$ cat config.mk
export PLATFORM = sky130hd
export DESIGN_NAME = gen_scheduler
export DESIGN_NICKNAME = d
export VERILOG_FILES = /design/src/rtl/gen_scheduler.sv
export SDC_FILE = /design/constraint.sdc
export NUM_CORES = 1
export LEC_CHECK = 0
export CAP_MARGIN = 40
export CORE_MARGIN = 3
export CORE_UTILIZATION = 36
export CTS_CLUSTER_SIZE = 28
export DETAILED_ROUTE_END_ITERATION = 6
export GPL_ROUTABILITY_DRIVEN = 0
export GPL_TIMING_DRIVEN = 0
export SLEW_MARGIN = 20
export SYNTH_ARGS = -nofsm -noshare
export SYNTH_HDL_FRONTEND = slang
export SYNTH_SLANG_ARGS = --single-unit
$ cat constraint.sdc
create_clock -name clk -period 2.5 [get_ports clk]
set_input_delay 0.25 -clock clk [delete_from_list [all_inputs] [get_ports clk]]
set_output_delay 0.25 -clock clk [all_outputs]
set_load 0.02 [all_outputs]
$ cat src/rtl/gen_scheduler.sv
// gen_scheduler: sequences grid generations for an 8-row life grid.
// Waits on a tick-based period (or a manual step while paused), then
// sweeps all 8 rows through next-state logic or writes the seed pattern,
// and finishes each sequence with a one-cycle commit to the LED shadow.
// Every output is a flop loaded from the next-state decode.
module gen_scheduler (
    input  logic       clk,
    input  logic       reset,
    input  logic       SW_pause,
    input  logic       tick,
    input  logic [3:0] period,
    input  logic       step_req,
    input  logic       load_req,
    output logic [2:0] row_idx,
    output logic       row_we,
    output logic       seed_sel,
    output logic       commit,
    output logic       busy,
    output logic [7:0] gen_count
);

    typedef enum logic [2:0] {
        ST_WAIT   = 3'd0,
        ST_PAUSED = 3'd1,
        ST_SWEEP  = 3'd2,
        ST_LOAD   = 3'd3,
        ST_COMMIT = 3'd4
    } state_t;

    state_t     state, state_nxt;
    logic [3:0] tick_cnt, tick_cnt_nxt;
    logic [3:0] tick_limit;
    logic       last_row;

    logic [2:0] row_idx_d;
    logic       row_we_d, seed_sel_d, commit_d, busy_d;
    logic [7:0] gen_count_d;

    // period 0 behaves like period 1; compare against the last tick index
    assign tick_limit = (period == 4'd0) ? 4'd0 : period - 4'd1;
    // row_idx doubles as the row counter while sweeping/loading
    assign last_row   = (row_idx == 3'd7);

    // State and tick counter registers
    always_ff @(posedge clk) begin
        if (reset) begin
            state    <= ST_WAIT;
            tick_cnt <= 4'd0;
        end else begin
            state    <= state_nxt;
            tick_cnt <= tick_cnt_nxt;
        end
    end

    // Next-state: load beats everything, pause beats tick expiry in WAIT,
    // and releasing the pause switch beats a step request in PAUSED
    always_comb begin
        state_nxt    = state;
        tick_cnt_nxt = tick_cnt;
        case (state)
            ST_WAIT: begin
                if (load_req) begin
                    state_nxt = ST_LOAD;
                end else if (SW_pause) begin
                    state_nxt = ST_PAUSED;
                end else if (tick) begin
                    // >= so a shortened period fires on the very next tick
                    if (tick_cnt >= tick_limit) begin
                        state_nxt    = ST_SWEEP;
                        tick_cnt_nxt = 4'd0;
                    end else begin
                        tick_cnt_nxt = tick_cnt + 4'd1;
                    end
                end
            end
            ST_PAUSED: begin
                if (load_req)
                    state_nxt = ST_LOAD;
                else if (!SW_pause)
                    state_nxt = ST_WAIT;
                else if (step_req)
                    state_nxt = ST_SWEEP;
            end
            ST_SWEEP, ST_LOAD: begin
                if (last_row)
                    state_nxt = ST_COMMIT;
            end
            ST_COMMIT: begin
                state_nxt = SW_pause ? ST_PAUSED : ST_WAIT;
            end
            default: begin
                state_nxt = ST_WAIT;
            end
        endcase
    end

    // Output decode from the upcoming state, loaded into the output flops
    always_comb begin
        row_idx_d   = 3'd0;
        row_we_d    = 1'b0;
        seed_sel_d  = 1'b0;
        commit_d    = 1'b0;
        busy_d      = 1'b0;
        gen_count_d = gen_count;
        case (state_nxt)
            ST_SWEEP, ST_LOAD: begin
                row_we_d   = 1'b1;
                busy_d     = 1'b1;
                seed_sel_d = (state_nxt == ST_LOAD);
                // a sequence never re-enters itself, so same state = next row
                row_idx_d  = (state == state_nxt) ? row_idx + 3'd1 : 3'd0;
            end
            ST_COMMIT: begin
                commit_d    = 1'b1;
                busy_d      = 1'b1;
                gen_count_d = (state == ST_LOAD) ? 8'd0 : gen_count + 8'd1;
            end
            default: ;
        endcase
    end

    // Output registers
    always_ff @(posedge clk) begin
        if (reset) begin
            row_idx   <= 3'd0;
            row_we    <= 1'b0;
            seed_sel  <= 1'b0;
            commit    <= 1'b0;
            busy      <= 1'b0;
            gen_count <= 8'd0;
        end else begin
            row_idx   <= row_idx_d;
            row_we    <= row_we_d;
            seed_sel  <= seed_sel_d;
            commit    <= commit_d;
            busy      <= busy_d;
            gen_count <= gen_count_d;
        end
    end

endmodule
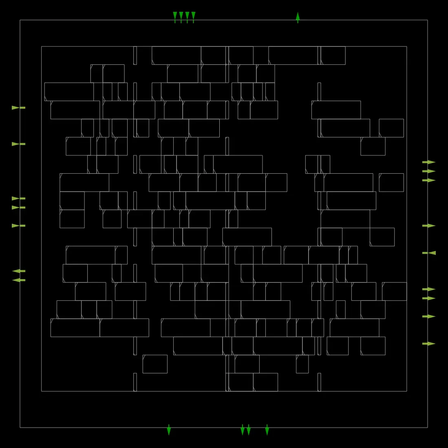
(cell outlines without signal wires)
Seq area share: 0.316
Tapcells: 31
row cnt: 19

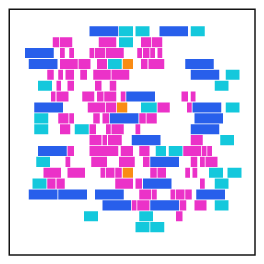
(placed cells, one color a class)
Scale: 4 px per um.
[cyan] other buffers and delay cells | cells: 26 | share of their area: 19%
[orange] cells driving clock nets | cells: 3 | share of their area: 1.7%
[blue] flip-flops | cells: 22 | share of their area: 33%
[magenta] all other logic | cells: 94 | share of their area: 47%

==> flow_summary.yaml <==
# physical design summary
layout:
  comb_share: 0.446
  lay_top_cells: "24 x clkdlybuf4s50_1, 22 x dfxtp_1, 17 x nor2_1"
  final_cells: 176
  buffers: 26
  flops: 22
  antenna_cells: 0
pwr:
  powerComb_uw: 134
  pwr-share-comb: 0.201
  clock_power_uw: 161
  switching_share: 0.270
  cellPowerDensity_nw_per_um2: 479
  p_leak_uw: 0.000529
setup_path:
  worstSetupEndpoint: "busy"
  critPathBufInv: 1
  r2r-start: "row_idx[0]"
  cp.required_ns: 2.70
  start_kind: "input pin"
  ff2ff_setup_slack_ns: 0.74
  crit_arrival_ns: 2.34
  startpoint: "period[1]"
clock_tree:
  cts_max_path_buffers: 2
  clkTransAtPathRegs_ns: 0.12
  numCtsBuffers: 3
  post_cts_buffers: 0
  cts-root-buf: "clkbuf_4"
logic_synthesis:
  synth_cell_types: 36
  postSynthCellCount: 118
  async_flop_share: 0
  ys_cells: 118
  syn_area_sq_um: 1090
  edf_count: 0
  yosysSeqAreaShare: 0.403
  top_logic_kind: "simple AND/OR/NAND/NOR gates"
  top_cell: "dfxtp_1"
  ys_warn_count: 0
  synth_top_area_share: 0.403
detailed_routing:
  drt-met1-wl_um: 1030
  met2_length_um: 936
  dr.max_layer_used: "met4"
die:
  initial_core_util: 0.386
  fp.dieArea_sq_um: 3730
worst_hold_path:
  hold_end: "row_idx[0]"
outcome:
  status: "finished, final reports clean"
timing:
  timing.fmax_mhz: 468
  period_used_share: 0.854
  skew_ns: 0.00220
job:
  drv_cap: 0
placed_design:
  io_buffers: 24
global_routing:
  antenna_found_initial: 0
Power and IR drop assume default switching activity.
